### config.mk
export PLATFORM = sky130hd
export DESIGN_NAME = tacky_encoder_flat
export DESIGN_NICKNAME = d
export VERILOG_FILES = /design/src/rtl/tacky_pkg.sv /design/src/rtl/tacky_encoder_if.sv /design/src/rtl/tacky_out_reg.sv /design/src/rtl/tacky_encoder.sv /design/src/flat_wrapper.sv
export SDC_FILE = /design/constraint.sdc
export NUM_CORES = 1
export LEC_CHECK = 0
export CORE_MARGIN = 2
export CORE_UTILIZATION = 50
export DETAILED_ROUTE_END_ITERATION = 7
export HOLD_SLACK_MARGIN = 0.05
export PLACE_DENSITY = 0.77
export SLEW_MARGIN = 20
export SYNTH_ARGS = -nofsm -noshare
export SYNTH_HDL_FRONTEND = slang
export SYNTH_SLANG_ARGS = --single-unit
### constraint.sdc
create_clock -name clk -period 2.6 [get_ports clk]
set_clock_uncertainty 0.1 [all_clocks]
set_input_delay 0.39 -clock clk [delete_from_list [all_inputs] [get_ports clk]]
set_output_delay 0.39 -clock clk [all_outputs]
set_load 0.01 [all_outputs]
### src/rtl/tacky_pkg.sv
// Shared tacky ISA definitions: opcodes, field widths, word builders and the
// encoder FSM state encoding.
package tacky_pkg;

  localparam int unsigned OP_W   = 5;
  localparam int unsigned REG_W  = 3;
  localparam int unsigned IMM_W  = 16;
  localparam int unsigned WORD_W = 16;
  localparam int unsigned HALF_W = 8;

  localparam int unsigned OP_HI  = 15;
  localparam int unsigned OP_LO  = 11;
  localparam int unsigned REG_HI = 10;
  localparam int unsigned REG_LO = 8;

  localparam logic [OP_W-1:0] OP_A2R  = 5'b00000;
  localparam logic [OP_W-1:0] OP_LI   = 5'b00011;
  localparam logic [OP_W-1:0] OP_LF   = 5'b00100;
  localparam logic [OP_W-1:0] OP_ADD  = 5'b01000;
  localparam logic [OP_W-1:0] OP_MUL  = 5'b01010;
  localparam logic [OP_W-1:0] OP_NOT  = 5'b01100;
  localparam logic [OP_W-1:0] OP_OR   = 5'b01111;
  // Remaining unnamed 10xxx codes decode as immediate-format ops.
  localparam logic [OP_W-1:0] OP_PRE  = 5'b10001;
  localparam logic [OP_W-1:0] OP_JP8  = 5'b10010;
  localparam logic [OP_W-1:0] OP_SYS  = 5'b10011;
  localparam logic [OP_W-1:0] OP_CF8  = 5'b10100;
  localparam logic [OP_W-1:0] OP_CI8  = 5'b10101;
  localparam logic [OP_W-1:0] OP_JNZ8 = 5'b10110;
  localparam logic [OP_W-1:0] OP_JZ8  = 5'b10111;

  localparam logic [HALF_W-1:0] PAD_HALF = {OP_A2R, REG_W'(0)};
  localparam logic [WORD_W-1:0] SYS_WORD = {OP_SYS, 11'b0};

  typedef enum logic [2:0] {
    IDLE      = 3'd0,
    EMIT_PAD  = 3'd1,
    EMIT_PRE  = 3'd2,
    EMIT_MAIN = 3'd3,
    EMIT_LIT  = 3'd4
  } state_t;

  typedef struct packed {
    logic [OP_W-1:0]  op;
    logic [REG_W-1:0] rd;
    logic [IMM_W-1:0] imm;
  } req_t;

  function automatic logic is_lit(input logic [OP_W-1:0] op);
    return (op == OP_LI) || (op == OP_LF);
  endfunction

  function automatic logic is_illegal(input logic [OP_W-1:0] op);
    return (op == OP_PRE) || (op[4:3] == 2'b11);
  endfunction

  function automatic logic is_slot(input logic [OP_W-1:0] op);
    return !op[4] && !is_lit(op);
  endfunction

  function automatic logic is_imm(input logic [OP_W-1:0] op);
    return (op[4:3] == 2'b10) && (op != OP_PRE) && (op != OP_SYS);
  endfunction

  function automatic logic [WORD_W-1:0] pre_word(input logic [HALF_W-1:0] hi);
    return {OP_PRE, REG_W'(0), hi};
  endfunction

  function automatic logic [WORD_W-1:0] main_word(input req_t r);
    if (r.op == OP_SYS) return SYS_WORD;
    if (is_lit(r.op))   return {r.op, r.rd, HALF_W'(0)};
    return {r.op, r.rd, r.imm[HALF_W-1:0]};
  endfunction

endpackage

### src/rtl/tacky_encoder_if.sv
// Request/flush input side and encoded-word output side of the tacky encoder.
interface tacky_encoder_if;
  import tacky_pkg::*;

  logic              in_valid;
  logic              in_ready;
  logic [OP_W-1:0]   in_op;
  logic [REG_W-1:0]  in_reg;
  logic [IMM_W-1:0]  in_imm;
  logic              flush;
  logic [WORD_W-1:0] out_word;
  logic              out_valid;
  logic              out_ready;
  logic              err;

  modport master (
    output in_valid, in_op, in_reg, in_imm, flush, out_ready,
    input  in_ready, out_word, out_valid, err
  );

  modport slave (
    input  in_valid, in_op, in_reg, in_imm, flush, out_ready,
    output in_ready, out_word, out_valid, err
  );
endinterface

### src/rtl/tacky_out_reg.sv
// Single-entry valid/ready output register; word holds while not consumed.
module tacky_out_reg
  import tacky_pkg::*;
(
  input  logic              clk,
  input  logic              reset,
  input  logic              load,
  input  logic [WORD_W-1:0] data,
  input  logic              ready,
  output logic [WORD_W-1:0] word,
  output logic              valid,
  output logic              free_c
);

  // Loads are only issued while free, so a load always wins over a drain.
  assign free_c = !valid || ready;

  always_ff @(posedge clk or negedge reset) begin
    if (!reset) begin
      valid <= 1'b0;
      word  <= '0;
    end else if (load) begin
      valid <= 1'b1;
      word  <= data;
    end else if (ready) begin
      valid <= 1'b0;
    end
  end

endmodule

### src/rtl/tacky_encoder.sv
// Packs decoded tacky ops into 16-bit instruction words: pairs register ops,
// inserts pad halves, prefix words and literal words as needed.
module tacky_encoder
  import tacky_pkg::*;
#(
  parameter bit PRE_TRACK = 1'b1
) (
  input  logic           clk,
  input  logic           reset,
  tacky_encoder_if.slave bus
);

  state_t              state, state_n;
  req_t                req_q, req_n, req_in, cur;
  logic [HALF_W-1:0]   pend_q, pend_n;
  logic                pend_v_q, pend_v_n;
  logic [HALF_W-1:0]   shadow_q, shadow_n;
  logic                shadow_v_q, shadow_v_n;
  logic                err_q, err_n;
  logic                load_c;
  logic [WORD_W-1:0]   load_word;
  logic                free_c;
  logic                accept;
  logic                consumed;
  logic                body_c;
  logic                cur_pre;

  function automatic logic need_pre(input logic [HALF_W-1:0] hi,
                                    input logic [HALF_W-1:0] sh,
                                    input logic              sh_v);
    return !PRE_TRACK || !sh_v || (hi != sh);
  endfunction

  tacky_out_reg u_out_reg (
    .clk    (clk),
    .reset  (reset),
    .load   (load_c),
    .data   (load_word),
    .ready  (bus.out_ready),
    .word   (bus.out_word),
    .valid  (bus.out_valid),
    .free_c (free_c)
  );

  assign req_in       = '{op: bus.in_op, rd: bus.in_reg, imm: bus.in_imm};
  assign bus.in_ready = (state == IDLE) && free_c;
  assign accept       = bus.in_valid && bus.in_ready;
  assign consumed     = bus.out_valid && bus.out_ready;
  assign bus.err      = err_q;

  // State is the kind of word currently held in the output register.
  always_ff @(posedge clk or negedge reset) begin
    if (!reset) begin
      state      <= IDLE;
      req_q      <= '0;
      pend_q     <= '0;
      pend_v_q   <= 1'b0;
      shadow_q   <= '0;
      shadow_v_q <= 1'b0;
      err_q      <= 1'b0;
    end else begin
      state      <= state_n;
      req_q      <= req_n;
      pend_q     <= pend_n;
      pend_v_q   <= pend_v_n;
      shadow_q   <= shadow_n;
      shadow_v_q <= shadow_v_n;
      err_q      <= err_n;
    end
  end

  always_comb begin
    state_n    = state;
    req_n      = req_q;
    pend_n     = pend_q;
    pend_v_n   = pend_v_q;
    shadow_n   = shadow_q;
    shadow_v_n = shadow_v_q;
    err_n      = 1'b0;
    load_c     = 1'b0;
    load_word  = '0;
    body_c     = 1'b0;
    cur        = (state == IDLE) ? req_in : req_q;
    cur_pre    = is_imm(cur.op) && need_pre(cur.imm[IMM_W-1:HALF_W], shadow_q, shadow_v_q);

    case (state)
      IDLE: begin
        if (accept) begin
          if (is_illegal(req_in.op)) begin
            err_n = 1'b1;
          end else if (is_slot(req_in.op)) begin
            if (pend_v_q) begin
              load_c    = 1'b1;
              load_word = {pend_q, req_in.op, req_in.rd};
              pend_v_n  = 1'b0;
            end else begin
              pend_n   = {req_in.op, req_in.rd};
              pend_v_n = 1'b1;
            end
          end else begin
            req_n = req_in;
            if (pend_v_q) begin
              load_c    = 1'b1;
              load_word = {pend_q, PAD_HALF};
              pend_v_n  = 1'b0;
              state_n   = EMIT_PAD;
            end else begin
              body_c = 1'b1;
            end
          end
        end else if (bus.flush && pend_v_q && free_c) begin
          load_c    = 1'b1;
          load_word = {pend_q, PAD_HALF};
          pend_v_n  = 1'b0;
        end
      end
      EMIT_PAD: begin
        if (consumed) body_c = 1'b1;
      end
      EMIT_PRE: begin
        if (consumed) begin
          load_c    = 1'b1;
          load_word = main_word(req_q);
          state_n   = EMIT_MAIN;
        end
      end
      EMIT_MAIN: begin
        if (consumed) begin
          if (is_lit(req_q.op)) begin
            load_c    = 1'b1;
            load_word = req_q.imm;
            state_n   = EMIT_LIT;
          end else begin
            state_n = IDLE;
          end
        end
      end
      EMIT_LIT: begin
        if (consumed) state_n = IDLE;
      end
      default: state_n = IDLE;
    endcase

    // Prefix (when required) or main word of a non-slot op.
    if (body_c) begin
      load_c = 1'b1;
      if (cur_pre) begin
        load_word  = pre_word(cur.imm[IMM_W-1:HALF_W]);
        shadow_n   = cur.imm[IMM_W-1:HALF_W];
        shadow_v_n = 1'b1;
        state_n    = EMIT_PRE;
      end else begin
        load_word = main_word(cur);
        state_n   = EMIT_MAIN;
      end
    end
  end

endmodule

### src/flat_wrapper.sv
// flat-port wrapper written by rule: the top's interface ports become plain ports
module tacky_encoder_flat import tacky_pkg::*;
#(
  parameter bit PRE_TRACK = 1'b1
)
  (clk, reset, bus_in_valid, bus_in_op, bus_in_reg, bus_in_imm, bus_flush, bus_out_ready, bus_in_ready, bus_out_word, bus_out_valid, bus_err);
  tacky_encoder_if bus_i ();
  input  logic clk;
  input  logic reset;
  input wire logic [$bits(bus_i.in_valid)-1:0] bus_in_valid;
  input wire logic [$bits(bus_i.in_op)-1:0] bus_in_op;
  input wire logic [$bits(bus_i.in_reg)-1:0] bus_in_reg;
  input wire logic [$bits(bus_i.in_imm)-1:0] bus_in_imm;
  input wire logic [$bits(bus_i.flush)-1:0] bus_flush;
  input wire logic [$bits(bus_i.out_ready)-1:0] bus_out_ready;
  output wire logic [$bits(bus_i.in_ready)-1:0] bus_in_ready;
  output wire logic [$bits(bus_i.out_word)-1:0] bus_out_word;
  output wire logic [$bits(bus_i.out_valid)-1:0] bus_out_valid;
  output wire logic [$bits(bus_i.err)-1:0] bus_err;
  assign bus_i.in_valid = bus_in_valid;
  assign bus_i.in_op = bus_in_op;
  assign bus_i.in_reg = bus_in_reg;
  assign bus_i.in_imm = bus_in_imm;
  assign bus_i.flush = bus_flush;
  assign bus_i.out_ready = bus_out_ready;
  assign bus_in_ready = bus_i.in_ready;
  assign bus_out_word = bus_i.out_word;
  assign bus_out_valid = bus_i.out_valid;
  assign bus_err = bus_i.err;
  tacky_encoder #(.PRE_TRACK(PRE_TRACK)) u_core (.clk(clk), .reset(reset), .bus(bus_i));
endmodule
Figure 1. Logic cells by family (run 1).
Scale: 6 px per um.
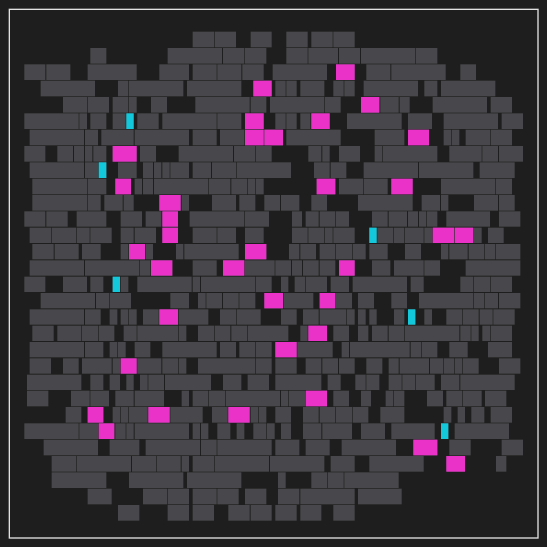
legend:
  magenta:
    family: AND-OR and OR-AND gates
    cells: 35
  cyan:
    family: inverters
    cells: 6
leading cell type in the layout, fill and taps excluded: sky130_fd_sc_hd__buf_4
fraction of standard cell area in multi-input logic: 39.9%
post-route insts no fill: 572

Figure 2. Sizing map (run 1).
Scale: 6 px per um.
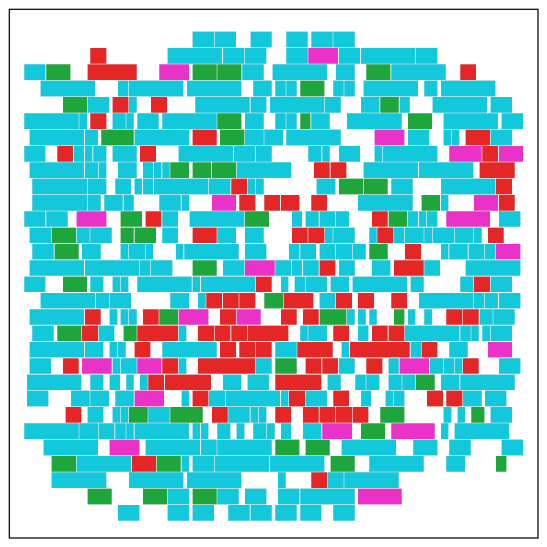
legend:
  red:
    size: drive 3 to 4
    cells: 87
    share: 18%
  magenta:
    size: drive 6 and up
    cells: 22
    share: 4.6%
  cyan:
    size: drive 1 or less
    cells: 317
    share: 67%
  green:
    size: drive 2
    cells: 50
    share: 11%
Worst Setup Slack, final: -84.9 ps
buffer count excluding the clock tree in the final layout: 129
Syn-to-layout area delta: 44.3%
summed area of non-filler cells in the final layout: 5080 sq um

==> notes.md, run 1 <==
The flow completed. The run finished, with violations left. The final reports fail on negative setup slack. At the worst endpoint, the required time is about 2800 ps. Per the layout area report, the combinational gate area comes to slightly above 2000 sq um. The synthesized design contains 0 enable-type register cells. Endpoint arrival time on the critical path landed at 2870 ps. Remaining number of nets flagged by the antenna check after routing landed at 0. Count of placed standard cells including taps landed at 545.

Power after layout landed at 5.00 mW. Worst-case setup slack after placement landed at -315 ps. Traced cell by cell, the critical path runs through buf_6 > or3_4 > a2111o_1 > nor3_2 > nor3_2 > o21a_2 > buf_6 > or4_4 > a21oi_2. For this run, combinational gates with multiple inputs come to around 260.

Per the post-synthesis report, the number of cells in the design is approximately 350. Post-CTS timing repair inserted 4 buffers for setup. The worst setup path is captured at a flip-flop.

Maximum clock rate landed at between 300 and 400 MHz. The share of the Yosys chip area taken by registers is 44.8%. Count of cell instances traversed by the critical path landed at 9. Number of buffer cells added on primary ports landed at between 40 and 50.

Clock group power landed at roughly 0.8 mW. Sequential cells placed in the final layout were counted as about 63. The share of synthesized area in the top cell type comes to between 40% and 50%.

In the final layout, excluding clock inverters the inverter count is 6. In the finished design, the share of the clock period the worst path needs comes to 103%. Per STA, the worst path accumulates the most delay in the family simple AND/OR/NAND/NOR gates.

Flip-flop and latch count after synthesis landed at between 60 and 70. Via count of the first global-routing pass landed at approximately 3400. In the final report, the number of endpoints failing setup comes to 2.

No sink is reached through more buffers than the 2 on the longest clock path. Entering global routing, the biggest net connects 37 pins. The violation tally recorded at the end of detailed-routing iteration 0 is ~250. After layout, the worst setup slack is -84.9 ps.

The largest cell class by area is logic gates. The highest metal layer carrying signal wires in the routed design is met4.
Figure 3. Track usage over the die (run 1).
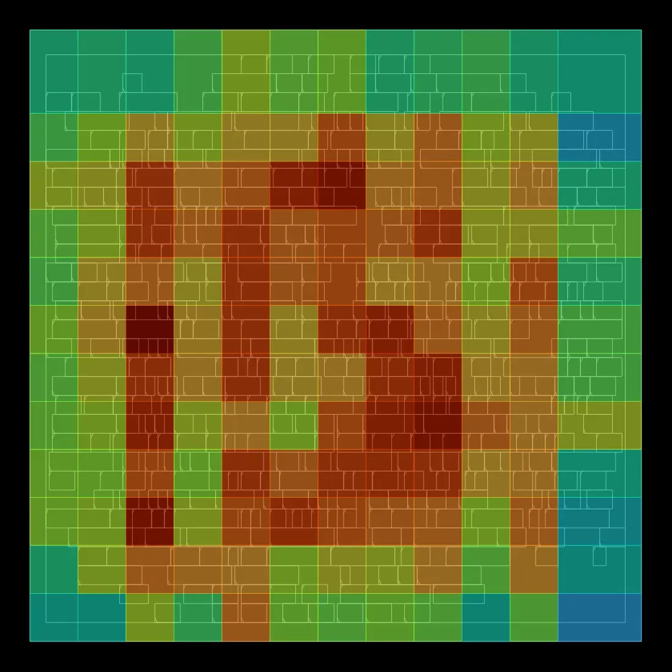
met1 Resource Use GR: 39.2%
met2 capacity usage during global routing: 47.5%
Total GRT Usage: 30.0%
busiest layer in global routing: met2

Figure 4. Signal wires on met2 (run 1).
Scale: 3 px per um.
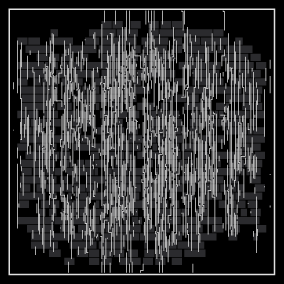
nets with wire on the layer: 452
wire length on this layer: 5290 um
routed wire length: 11000 um
via count of the routed design: 3406

-- run 1: logic make-up after synthesis --
| kind of cell | after synthesis | share of synthesized area [%] |
|---|---|---|
| and+or+nand+nor | 117 | 17.4 |
| xor gates and xnor gates | 8 | 1.99 |
| AOI/OAI and AO/OA | 98 | 20.3 |
| DFF | 63 | 44.8 |
| buffers and inverters | 27 | 3.34 |
| muxes | 39 | 12.1 |
-- run 1: registers in the layout, indices dropped and copies added, names as in the netlist --
signal and cells:
u_core.req_q 24, u_core.state 3, u_core.pend_v_q 1, u_core.shadow_q 8, u_core.pend_q 8, u_core.u_out_reg.word 16
u_core.u_out_reg.valid 1, u_core.bus.err 1, u_core.shadow_v_q 1
==> inputs of run 2 (changes only) <==
CELL_PAD_IN_SITES_DETAIL_PLACEMENT = 1   (was default)
CELL_PAD_IN_SITES_GLOBAL_PLACEMENT = 1   (was default)
CORE_UTILIZATION = 35   (was 50)
DONT_BUFFER_PORTS = 1   (was default)
PLACE_DENSITY = default   (was 0.77)
PLACE_DENSITY_LB_ADDON = 0.1   (was default)
Figure 5. Metal 3 (run 2).
Scale: 3 px per um.
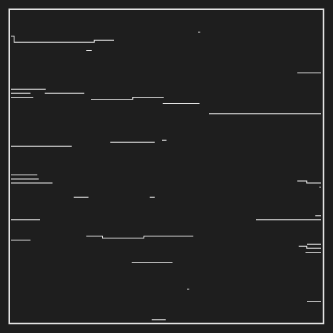
longest straight run: 37.0 um
wire length on this layer: 353 um
global routing usage on met3: 4.51%
routed wire length: 11900 um
via count of the routed design: 2991

Figure 6. Logic cells by family (run 2).
Scale: 4 px per um.
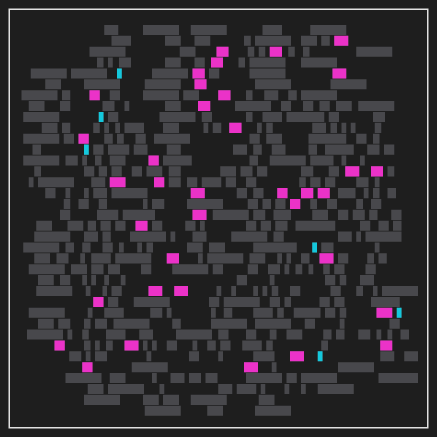
legend:
  magenta:
    family: AND-OR and OR-AND gates
    cells: 36
  cyan:
    family: inverters
    cells: 6
leading cell type in the layout, fill and taps excluded: sky130_fd_sc_hd__dfrtp_1
post-route insts no fill: 543

==> run 2 against run 1 <==
The run now ends clean. Critical path depth is the same. Setup slack better by 100 ps. Synthesized cell count unchanged. Via count fell by 12%. Combinational power shrank 18%. Critical endpoint is now u_core.u_out_reg.word[3]. Largest cell class unchanged.
==> notes.md, run 2 <==
The flow completed. Endpoint arrival time on the critical path landed at 2720 ps (was 2870 ps). Top-area cell type share of the netlist area landed at 44.8% (unchanged). The area fraction in mux cells came to 12.1% (unchanged). Maximum number of pins on one net before global-route repair landed at 64 (was 37). The final period utilization is 99.3% (was 103%). Area share of xor/xnor cells in the synthesized design landed at 1.99% (unchanged). The flip-flop count of the largest register after layout was 24 (unchanged). The critical path endpoint is u_core.u_out_reg.word[3] (was u_core.u_out_reg.word[0]). Count of cell instances traversed by the critical path landed at 9 (unchanged).

The dominant combinational cell family by area after synthesis is AND-OR/OR-AND gates (unchanged). The most used routing layer in global routing is met2 (unchanged). Worst-case setup slack after placement landed at -201 ps (was -315 ps). Count of synthesis-stage warnings from yosys landed at 0 (unchanged). Cell-by-cell listing of the critical path: or3_4 > buf_12 > nand3_1 > nor4_1 > o211ai_1 > o21a_2 > buf_4 > a2111oi_2 > o32a_1 (was buf_6 > or3_4 > a2111o_1 > nor3_2 > nor3_2 > o21a_2 > buf_6 > or4_4 > a21oi_2). Max-slew headroom at the worst pin landed at 48.3% (was 45.7%).

Count of placed standard cells including taps landed at 516 (was 545). The maximum buffer depth of the clock tree was 2 (unchanged). The highest routing layer actually used is met4 (unchanged). Registers with the highest flip-flop counts: u_core.req_q: 24 flops, u_core.u_out_reg.word: 16 flops (unchanged). The total count of max-transition violations in the final report came to 0 (unchanged). The register ranked first by flip-flop count is u_core.req_q (unchanged). Adder and majority gate portion of the synthesized area landed at 0% (unchanged). The basic-gate share of the synthesized area counting and, or, nand and nor cells is 17.4% (unchanged). Design internal power landed at 2.89 mW (was 3.10 mW). Area of the core landed at 9770 sq um (was 6790 sq um). The kind of launch point of the worst setup path was a flip-flop (unchanged). Required time of the critical path landed at 2740 ps (was 2780 ps). Area share of and-or/or-and cells after synthesis landed at 20.3% (unchanged). The top cell family by delay on the critical path is AND-OR/OR-AND gates (was simple AND/OR/NAND/NOR gates). The capture point of the worst reg-to-reg path is u_core.u_out_reg.word[3] (was u_core.u_out_reg.word[0]). Clock group power landed at 0.869 mW (was 0.786 mW).

Met1 track demand over resource landed at 29.2% (was 39.2%). Power after layout landed at 4.70 mW (was 5.00 mW). Aggregate global-route resource usage landed at 22.6% (was 30.0%). Final cell area excluding filler cells landed at 4460 sq um (was 5080 sq um). Part of the Yosys area used for sequential elements landed at 44.8% (unchanged).

Status: finished, final reports clean (was finished with violations). The synthesized instance count came to 352 (unchanged). The remaining number of nets flagged by the antenna check after routing was 0 (unchanged).

Maximum clock rate landed at 387 MHz (was 372 MHz). The launch point of the worst hold path is bus_in_valid (was u_core.u_out_reg.word[11]). The layout overhead on the synthesized area came to 26.6% (was 44.3%). Total tool warning count landed at 27 (was 28). The final number of setup-violating endpoints was 0 (was 2).

Wire length of the first global-routing pass landed at 18800 um (was 17200 um). Number of buffer cells added on primary ports landed at 0 (was 47). The final worst slack came to 17.4 ps (was -84.9 ps). Buffer count from post-CTS setup fixing landed at 3 (was 4).

The number of synthesized flops with an enable pin was 0 (unchanged).
Figure 7. Signal wires on met2 (run 2).
Scale: 3 px per um.
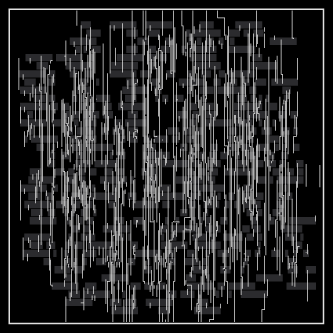
longest straight run: 57.8 um
main direction: vertical
wire length on this layer: 5930 um
met2 capacity usage during global routing: 38.1%

-- run 2: cell counts after synthesis --
Identical to the previous run, type by type.
-- run 2: worst min-delay path by stage --
stage,slack [ps],depth (start not counted),end
floorplan,-6,0,u_core.bus.err
global placement,-3,0,u_core.pend_v_q
detailed placement,-3,0,u_core.bus.err
CTS,70,1,u_core.pend_q[1]
global route,70,1,u_core.req_q[2]
finish,80,1,u_core.pend_v_q
-- run 2: layout make-up --
type | count | area [sq um] | share of cell area, %
clock buffers | 12 | 145 | 3.26
clock inverters | 4 | 45.0 | 1.01
inverters | 6 | 22.5 | 0.505
multi-input cells | 263 | 1960 | 44.0
flip-flops and latches | 63 | 1580 | 35.4
well taps | 133 | 166 | 3.73
repair buffers | 62 | 536 | 12.0
Power and IR drop assume default switching activity.
